## src/rtl/pipeline_hazard_ctrl_pkg.sv

```systemverilog
// Shared types and constants for the pipeline hazard/stall controller.
package pipe_ctrl_pkg;

  localparam int unsigned REG_W = 5;
  localparam logic [REG_W-1:0] REG_ZERO = '0;

  // Multiply/divide unit occupancy states
  typedef enum logic [1:0] {
    MdIdle,
    MdBusy,
    MdDone
  } md_state_e;

endpackage

```

## src/rtl/pipeline_hazard_ctrl_if.sv

```systemverilog
// Pipeline-side signal bundle for the hazard controller.
// master: pipeline datapath (drives instruction/stage info, receives controls).
// slave:  hazard controller.
interface pipeline_hazard_ctrl_if;
  import pipe_ctrl_pkg::*;

  logic [REG_W-1:0] rs_D;
  logic [REG_W-1:0] rt_D;
  logic             branch_D;
  logic             jump_D;
  logic             pc_src_D;
  logic             md_op_D;
  logic             hilo_read_D;
  logic [REG_W-1:0] write_reg_E;
  logic             reg_write_E;
  logic             mem_to_reg_E;
  logic             md_start_E;
  logic             md_is_div_E;
  logic [REG_W-1:0] write_reg_M;
  logic             reg_write_M;
  logic             mem_to_reg_M;

  logic             stall_F;
  logic             stall_D;
  logic             flush_D;
  logic             flush_E;
  logic             forward_a_D;
  logic             forward_b_D;
  logic             md_busy;
  logic             md_done;
  logic [31:0]      stall_cycles;

  modport master (
    output rs_D, rt_D, branch_D, jump_D, pc_src_D, md_op_D, hilo_read_D,
    output write_reg_E, reg_write_E, mem_to_reg_E, md_start_E, md_is_div_E,
    output write_reg_M, reg_write_M, mem_to_reg_M,
    input  stall_F, stall_D, flush_D, flush_E, forward_a_D, forward_b_D,
    input  md_busy, md_done, stall_cycles
  );

  modport slave (
    input  rs_D, rt_D, branch_D, jump_D, pc_src_D, md_op_D, hilo_read_D,
    input  write_reg_E, reg_write_E, mem_to_reg_E, md_start_E, md_is_div_E,
    input  write_reg_M, reg_write_M, mem_to_reg_M,
    output stall_F, stall_D, flush_D, flush_E, forward_a_D, forward_b_D,
    output md_busy, md_done, stall_cycles
  );

endinterface

```

## src/rtl/pipeline_hazard_ctrl_md_sequencer.sv

```systemverilog
// md_sequencer: tracks occupancy of the multi-cycle mult/div unit.
// IDLE -> BUSY for LATENCY cycles -> DONE (one-cycle md_done) -> IDLE.
module md_sequencer
  import pipe_ctrl_pkg::*;
#(
  parameter int unsigned MUL_LATENCY = 4,
  parameter int unsigned DIV_LATENCY = 32,
  parameter int unsigned CNT_W       = 6
) (
  input  logic clk,
  input  logic rst,
  input  logic md_start_E,
  input  logic md_is_div_E,
  output logic md_busy,
  output logic md_done
);

  localparam logic [CNT_W-1:0] MulLoad = CNT_W'(MUL_LATENCY - 1);
  localparam logic [CNT_W-1:0] DivLoad = CNT_W'(DIV_LATENCY - 1);

  md_state_e        state_q, state_d;
  logic [CNT_W-1:0] cnt_q, cnt_d;

  // State and latency counter registers; reset aborts any in-flight op
  always_ff @(posedge clk) begin
    if (rst) begin
      state_q <= MdIdle;
      cnt_q   <= '0;
    end else begin
      state_q <= state_d;
      cnt_q   <= cnt_d;
    end
  end

  // Next-state and counter update; md_start_E outside IDLE is ignored
  always_comb begin
    state_d = state_q;
    cnt_d   = cnt_q;
    unique case (state_q)
      MdIdle: begin
        if (md_start_E) begin
          state_d = MdBusy;
          cnt_d   = md_is_div_E ? DivLoad : MulLoad;
        end
      end
      MdBusy: begin
        if (cnt_q == '0) begin
          state_d = MdDone;
        end else begin
          cnt_d = cnt_q - CNT_W'(1);
        end
      end
      MdDone:  state_d = MdIdle;
      default: state_d = MdIdle;
    endcase
  end

  // Busy covers the start cycle so a dependent ID instruction stalls at once
  always_comb begin
    md_busy = md_start_E | (state_q != MdIdle);
    md_done = (state_q == MdDone);
  end

endmodule

```

## src/rtl/pipeline_hazard_ctrl.sv

```systemverilog
// Hazard/stall controller for the 5-stage MIPS pipeline.
// Load-use and branch-in-ID hazard detection, ID branch-comparator forwarding,
// mult/div occupancy sequencing and pipeline stall/flush generation.
// Optional macro HAZ_PERF_CNT_EN: enables the saturating stall_cycles counter;
// otherwise stall_cycles is tied to zero.
module pipeline_hazard_ctrl
  import pipe_ctrl_pkg::*;
#(
  parameter int unsigned MUL_LATENCY = 4,
  parameter int unsigned DIV_LATENCY = 32,
  parameter int unsigned CNT_W       = 6
) (
  input  logic                   clk,
  input  logic                   rst,
  pipeline_hazard_ctrl_if.slave  bus
);

  logic md_busy;
  logic md_done;

  md_sequencer #(
    .MUL_LATENCY (MUL_LATENCY),
    .DIV_LATENCY (DIV_LATENCY),
    .CNT_W       (CNT_W)
  ) u_md_sequencer (
    .clk         (clk),
    .rst         (rst),
    .md_start_E  (bus.md_start_E),
    .md_is_div_E (bus.md_is_div_E),
    .md_busy     (md_busy),
    .md_done     (md_done)
  );

  logic e_hit_rs, e_hit_rt, m_hit_rs, m_hit_rt;
  logic lw_stall, branch_stall, md_stall, stall;

  // Source/destination matches; $0 never produces a hazard or a forward
  always_comb begin
    e_hit_rs = (bus.write_reg_E != REG_ZERO) && (bus.write_reg_E == bus.rs_D);
    e_hit_rt = (bus.write_reg_E != REG_ZERO) && (bus.write_reg_E == bus.rt_D);
    m_hit_rs = (bus.write_reg_M != REG_ZERO) && (bus.write_reg_M == bus.rs_D);
    m_hit_rt = (bus.write_reg_M != REG_ZERO) && (bus.write_reg_M == bus.rt_D);
  end

  // Hazard detection and pipeline control; a stall overrides a redirect
  always_comb begin
    lw_stall     = bus.mem_to_reg_E & bus.reg_write_E & (e_hit_rs | e_hit_rt);
    branch_stall = bus.branch_D &
                   ((bus.reg_write_E & (e_hit_rs | e_hit_rt)) |
                    (bus.mem_to_reg_M & (m_hit_rs | m_hit_rt)));
    md_stall     = md_busy & (bus.md_op_D | bus.hilo_read_D);
    stall        = lw_stall | branch_stall | md_stall;

    bus.stall_F     = stall;
    bus.stall_D     = stall;
    bus.flush_E     = stall;
    bus.flush_D     = (bus.pc_src_D | bus.jump_D) & ~stall;
    bus.forward_a_D = bus.reg_write_M & m_hit_rs;
    bus.forward_b_D = bus.reg_write_M & m_hit_rt;
    bus.md_busy     = md_busy;
    bus.md_done     = md_done;
  end

`ifdef HAZ_PERF_CNT_EN
  logic [31:0] stall_cnt_q, stall_cnt_d;

  // Saturating count of cycles spent with ID held
  always_comb begin
    stall_cnt_d = stall_cnt_q;
    if (stall && (stall_cnt_q != 32'hFFFF_FFFF)) begin
      stall_cnt_d = stall_cnt_q + 32'd1;
    end
  end

  // Stall counter register
  always_ff @(posedge clk) begin
    if (rst) begin
      stall_cnt_q <= '0;
    end else begin
      stall_cnt_q <= stall_cnt_d;
    end
  end

  assign bus.stall_cycles = stall_cnt_q;
`else
  assign bus.stall_cycles = '0;
`endif

endmodule

```

## src/flat_wrapper.sv

```systemverilog
// flat-port wrapper written by rule: the top's interface ports become plain ports
module pipeline_hazard_ctrl_flat import pipe_ctrl_pkg::*;
#(
  parameter int unsigned MUL_LATENCY = 4,
  parameter int unsigned DIV_LATENCY = 32,
  parameter int unsigned CNT_W       = 6
)
  (clk, rst, bus_rs_D, bus_rt_D, bus_branch_D, bus_jump_D, bus_pc_src_D, bus_md_op_D, bus_hilo_read_D, bus_write_reg_E, bus_reg_write_E, bus_mem_to_reg_E, bus_md_start_E, bus_md_is_div_E, bus_write_reg_M, bus_reg_write_M, bus_mem_to_reg_M, bus_stall_F, bus_stall_D, bus_flush_D, bus_flush_E, bus_forward_a_D, bus_forward_b_D, bus_md_busy, bus_md_done, bus_stall_cycles);
  pipeline_hazard_ctrl_if bus_i ();
  input  logic clk;
  input  logic rst;
  input wire logic [$bits(bus_i.rs_D)-1:0] bus_rs_D;
  input wire logic [$bits(bus_i.rt_D)-1:0] bus_rt_D;
  input wire logic [$bits(bus_i.branch_D)-1:0] bus_branch_D;
  input wire logic [$bits(bus_i.jump_D)-1:0] bus_jump_D;
  input wire logic [$bits(bus_i.pc_src_D)-1:0] bus_pc_src_D;
  input wire logic [$bits(bus_i.md_op_D)-1:0] bus_md_op_D;
  input wire logic [$bits(bus_i.hilo_read_D)-1:0] bus_hilo_read_D;
  input wire logic [$bits(bus_i.write_reg_E)-1:0] bus_write_reg_E;
  input wire logic [$bits(bus_i.reg_write_E)-1:0] bus_reg_write_E;
  input wire logic [$bits(bus_i.mem_to_reg_E)-1:0] bus_mem_to_reg_E;
  input wire logic [$bits(bus_i.md_start_E)-1:0] bus_md_start_E;
  input wire logic [$bits(bus_i.md_is_div_E)-1:0] bus_md_is_div_E;
  input wire logic [$bits(bus_i.write_reg_M)-1:0] bus_write_reg_M;
  input wire logic [$bits(bus_i.reg_write_M)-1:0] bus_reg_write_M;
  input wire logic [$bits(bus_i.mem_to_reg_M)-1:0] bus_mem_to_reg_M;
  output wire logic [$bits(bus_i.stall_F)-1:0] bus_stall_F;
  output wire logic [$bits(bus_i.stall_D)-1:0] bus_stall_D;
  output wire logic [$bits(bus_i.flush_D)-1:0] bus_flush_D;
  output wire logic [$bits(bus_i.flush_E)-1:0] bus_flush_E;
  output wire logic [$bits(bus_i.forward_a_D)-1:0] bus_forward_a_D;
  output wire logic [$bits(bus_i.forward_b_D)-1:0] bus_forward_b_D;
  output wire logic [$bits(bus_i.md_busy)-1:0] bus_md_busy;
  output wire logic [$bits(bus_i.md_done)-1:0] bus_md_done;
  output wire logic [$bits(bus_i.stall_cycles)-1:0] bus_stall_cycles;
  assign bus_i.rs_D = bus_rs_D;
  assign bus_i.rt_D = bus_rt_D;
  assign bus_i.branch_D = bus_branch_D;
  assign bus_i.jump_D = bus_jump_D;
  assign bus_i.pc_src_D = bus_pc_src_D;
  assign bus_i.md_op_D = bus_md_op_D;
  assign bus_i.hilo_read_D = bus_hilo_read_D;
  assign bus_i.write_reg_E = bus_write_reg_E;
  assign bus_i.reg_write_E = bus_reg_write_E;
  assign bus_i.mem_to_reg_E = bus_mem_to_reg_E;
  assign bus_i.md_start_E = bus_md_start_E;
  assign bus_i.md_is_div_E = bus_md_is_div_E;
  assign bus_i.write_reg_M = bus_write_reg_M;
  assign bus_i.reg_write_M = bus_reg_write_M;
  assign bus_i.mem_to_reg_M = bus_mem_to_reg_M;
  assign bus_stall_F = bus_i.stall_F;
  assign bus_stall_D = bus_i.stall_D;
  assign bus_flush_D = bus_i.flush_D;
  assign bus_flush_E = bus_i.flush_E;
  assign bus_forward_a_D = bus_i.forward_a_D;
  assign bus_forward_b_D = bus_i.forward_b_D;
  assign bus_md_busy = bus_i.md_busy;
  assign bus_md_done = bus_i.md_done;
  assign bus_stall_cycles = bus_i.stall_cycles;
  pipeline_hazard_ctrl #(.MUL_LATENCY(MUL_LATENCY), .DIV_LATENCY(DIV_LATENCY), .CNT_W(CNT_W)) u_core (.clk(clk), .rst(rst), .bus(bus_i));
endmodule
```

## config.mk

```make
export PLATFORM = sky130hd
export DESIGN_NAME = pipeline_hazard_ctrl_flat
export DESIGN_NICKNAME = d
export VERILOG_FILES = /design/src/rtl/pipeline_hazard_ctrl_pkg.sv /design/src/rtl/pipeline_hazard_ctrl_if.sv /design/src/rtl/pipeline_hazard_ctrl_md_sequencer.sv /design/src/rtl/pipeline_hazard_ctrl.sv /design/src/flat_wrapper.sv
export SDC_FILE = /design/constraint.sdc
export NUM_CORES = 1
export LEC_CHECK = 0
export ABC_AREA = 1
export CELL_PAD_IN_SITES_DETAIL_PLACEMENT = 2
export CELL_PAD_IN_SITES_GLOBAL_PLACEMENT = 2
export CORE_UTILIZATION = 17
export DETAILED_ROUTE_END_ITERATION = 8
export GPL_ROUTABILITY_DRIVEN = 0
export GPL_TIMING_DRIVEN = 0
export PLACE_DENSITY_LB_ADDON = 0.25
export SYNTH_ARGS = -nofsm -noshare
export SYNTH_HDL_FRONTEND = slang
export SYNTH_SLANG_ARGS = --single-unit
```

## constraint.sdc

```tcl
create_clock -name clk -period 1.4 [get_ports clk]
set_input_delay 0.28 -clock clk [delete_from_list [all_inputs] [get_ports clk]]
set_output_delay 0.28 -clock clk [all_outputs]
set_load 0.01 [all_outputs]
```

==> results.rst <==
Physical design figures
=======================

.. list-table::
   :header-rows: 1

   * - Metric
     - Value
   * - Run status
     - complete, but fails checks
   * - Failing checks
     - DRC, setup timing
   * - Worst Hold Margin
     - around 0.48 ns
   * - Worst-case reg-to-reg path depth
     - 8
   * - Remaining routing DRC violations
     - 6
   * - Cell count in the Yosys report
     - approximately 190
   * - Pre-placement core utilization
     - 0.180
   * - Final antenna diode count
     - 0
   * - Non-filler cells, final
     - 349
   * - Worst-case vdd ir drop
     - 0.576 mV
   * - Final Setup Violations
     - 5
   * - Crit path DAT
     - 1.29 ns
   * - Number of clock sinks seen by CTS
     - 8
   * - Number of levels in the clock H-tree
     - 1
   * - Total die area
     - ~0.0072 mm²
   * - Period Utilization, post-route
     - 1.12
   * - Placeable Area
     - 0.00646 mm²
   * - Worst path setup slack after routing
     - -0.175 ns
   * - Count of vias placed by the detailed router
     - around 1300
   * - Total power
     - between 0.001 and 0.0015 W
   * - Endpoint class of the critical path
     - output port
   * - Aggregate routed wire length
     - between 3000 and 4000 µm
   * - Worst min-delay path category
     - flop to flop
   * - Setup TNS
     - -0.723 ns
   * - Ports placed on the boundary
     - ~73
   * - Post-Place Cells
     - roughly 340
   * - Worst-case clock skew
     - between 0.003 and 0.004 ns
   * - Cell Area, Placed
     - 0.00177 mm²
   * - Antenna violations before repair
     - 0
   * - Total global routing track utilization
     - 0.0920
   * - Clock tree from TritonCTS
     - done
   * - Summed area of non-filler cells in the final layout
     - between 0.002 and 0.0025 mm²
   * - Hold Startpoint
     - u_core.u_md_sequencer.cnt_q[0]
   * - Height of the chip
     - 84.6 µm
   * - Vias in the first global route
     - roughly 1200
   * - Leak pwr
     - around 1.1 nW
   * - Count of library flops with an enable pin
     - 0
   * - Maximum net fanout on the critical path
     - 4
   * - Summed instance area of the synthesized netlist
     - approximately 0.0012 mm²
   * - Dominant synthesized flop cell
     - sky130_fd_sc_hd__dfxtp_1
   * - Register clock-pin slew on the reported worst setup and hold paths
     - ~0.040 ns
   * - OpenROAD warning count
     - 29
   * - Largest type area fraction
     - 0.220
   * - Ratio of cells with drive above 1 in the final layout
     - 0.485
-- final cells by class --
cell class              count  area (µm²)  area share
flip-flops and latches      8         168      0.0834
clock buffers               3        41.3      0.0205
repair buffers             48         457       0.227
plain buffers              35         274       0.136
multi-input cells         147         853       0.424
well taps                  77        96.3      0.0479
inverters                  31         121      0.0604
-- worst max-delay path by stage --
stage | startpoint | end | depth (start not counted)
global route | bus_write_reg_M[0] | bus_flush_D | 13
detailed placement | bus_rt_D[0] | bus_stall_D | 13
global placement | bus_rt_D[0] | bus_stall_D | 13
floorplan | u_core.u_md_sequencer.state_q[1] | bus_stall_D | 7
CTS | bus_write_reg_M[3] | bus_stall_D | 11
finish | bus_write_reg_E[1] | bus_stall_F | 12
-- report_power, final --
group | internal [W] | switching [W]
combinational | 0.000360 | 0.000357
sequential | 0.000264 | 0.0000388
clock | 0.000186 | 0.0000886
-- cells by family after synthesis --
logic type	share of synthesized area
AOI/OAI and AO/OA	0.0906
other	0.00323
adders and majority gates	0.0216
DFF	0.138
and+or+nand+nor	0.341
xor gates and xnor gates	0.0755
buffers and inverters	0.330
-- what timing repair did --
item / 4_1_cts / 5_1_grt
gates resized: 149 / 50
setup buffers: 4 / 4
cloned: 0 / 1
pin swaps: 35 / 36
setup endpoints to repair: 8 / 11
hold buffers: 0 / 0
-- per-layer routing --
layer | share of wire | track usage
met1 | 0.42 | 0.110
met2 | 0.52 | 0.178
met3 | 0.054 | 0.0157
met4 | 0.0025 | 0.00462
met5 | 0 | 0
-- worst max-delay path, cell delays in order --
cell	delay, ns
sky130_fd_sc_hd__buf_4	0.13
sky130_fd_sc_hd__nand2_1	0.06
sky130_fd_sc_hd__nand2_1	0.06
sky130_fd_sc_hd__nor2_2	0.12
sky130_fd_sc_hd__nand3_1	0.10
sky130_fd_sc_hd__nand2_2	0.10
sky130_fd_sc_hd__nand2_1	0.06
sky130_fd_sc_hd__nand2_1	0.07
sky130_fd_sc_hd__nand2_2	0.06
sky130_fd_sc_hd__nand2_4	0.08
sky130_fd_sc_hd__buf_6	0.09
sky130_fd_sc_hd__buf_6	0.08
-- flip-flops by register name, indices dropped and copies added, names as in the netlist --
register                       cells
u_core.u_md_sequencer.cnt_q        6
u_core.u_md_sequencer.state_q      2
-- cells in the mapped netlist (2+ instances only) --
master / n
sky130_fd_sc_hd__inv_1: 24
sky130_fd_sc_hd__o21ai_0: 4
sky130_fd_sc_hd__a21oi_1: 6
sky130_fd_sc_hd__xnor2_1: 5
sky130_fd_sc_hd__buf_4: 34
sky130_fd_sc_hd__xor2_1: 5
sky130_fd_sc_hd__nor2_2: 3
sky130_fd_sc_hd__o21ai_1: 4
sky130_fd_sc_hd__a31oi_1: 3
sky130_fd_sc_hd__nand3_1: 5
sky130_fd_sc_hd__nand2_1: 49
sky130_fd_sc_hd__nand2_2: 4
sky130_fd_sc_hd__dfxtp_1: 8
sky130_fd_sc_hd__nor2_1: 15
sky130_fd_sc_hd__ha_1: 2
sky130_fd_sc_hd__inv_2: 7
**Cell placement**

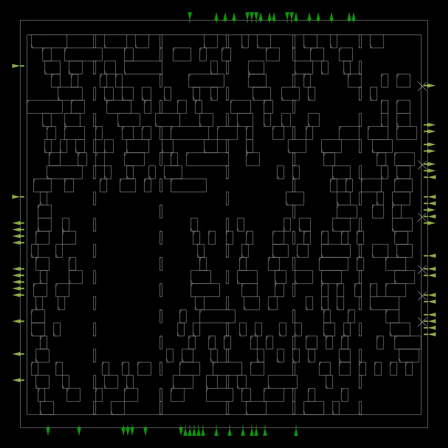
standard-cell rows: 29
FILL cells: 795
Core Util, Final: 0.311

**Drive-strength map**

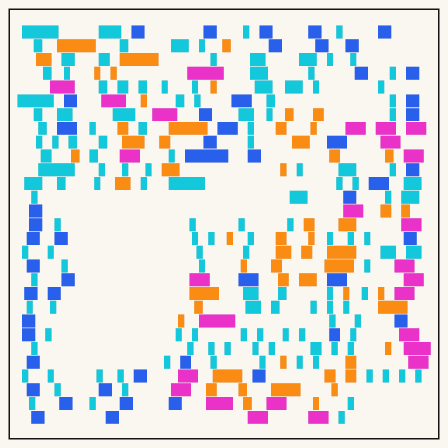
_2 cells -> orange  # cells 56
_3 and _4 cells -> blue  # cells 50
_0 and _1 cells -> cyan  # cells 140
_6 and larger -> magenta  # cells 26

**Pin placement**

Scale bar: 20 µm. Pins as bars across the die edge, other pins in grey.
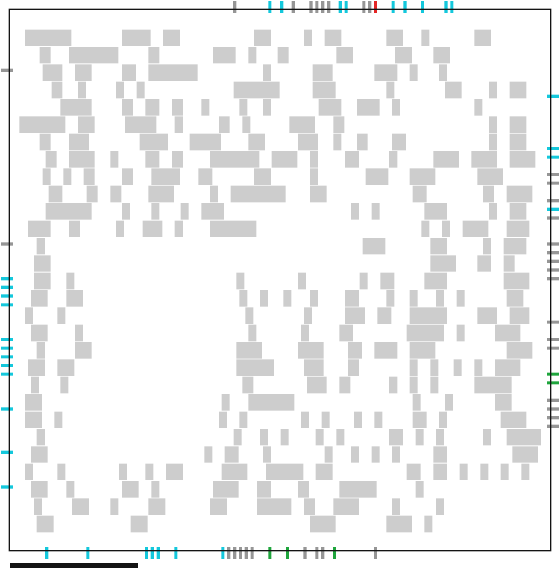
bus_stall_cycles -> cyan  # pins 32, direction output, edge 12 left, 9 top, 7 bottom, 4 right
bus_rs_D -> green  # pins 5, direction input, edge 3 bottom, 2 right
bus_flush_D -> red  # pins 1, direction output, edge top

**Close-up of the layout**

Region (53, 53) to (73, 73) µm. Cells in grey, sequential cells in the stronger grey; small squares are vias.
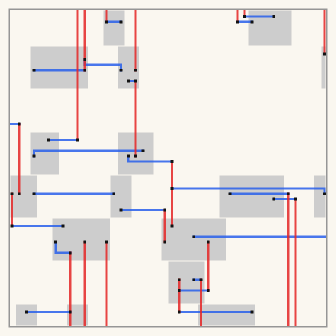
metal 2 -> red
metal 1 -> blue
sequential cells in the window = 0
cells with their middle in the window = 15
most frequent = inv_2 (2), nand2_2 (2), clkdlybuf4s50_1 (2)

**Placement density heat map**

The die is cut into 8 by 8 equal tiles; white is low, dark blue is high, 0 to 100% covered.
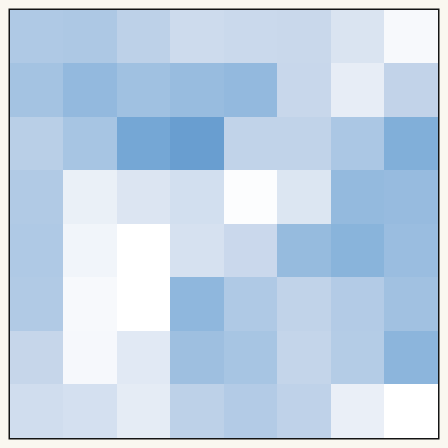
fullest tile = 55%
mean over tiles = 27%
nearly empty tiles = 6.2%
emptiest ninth of the die = lower left

Power figures rest on the tool's default switching activity, not on a simulated workload.
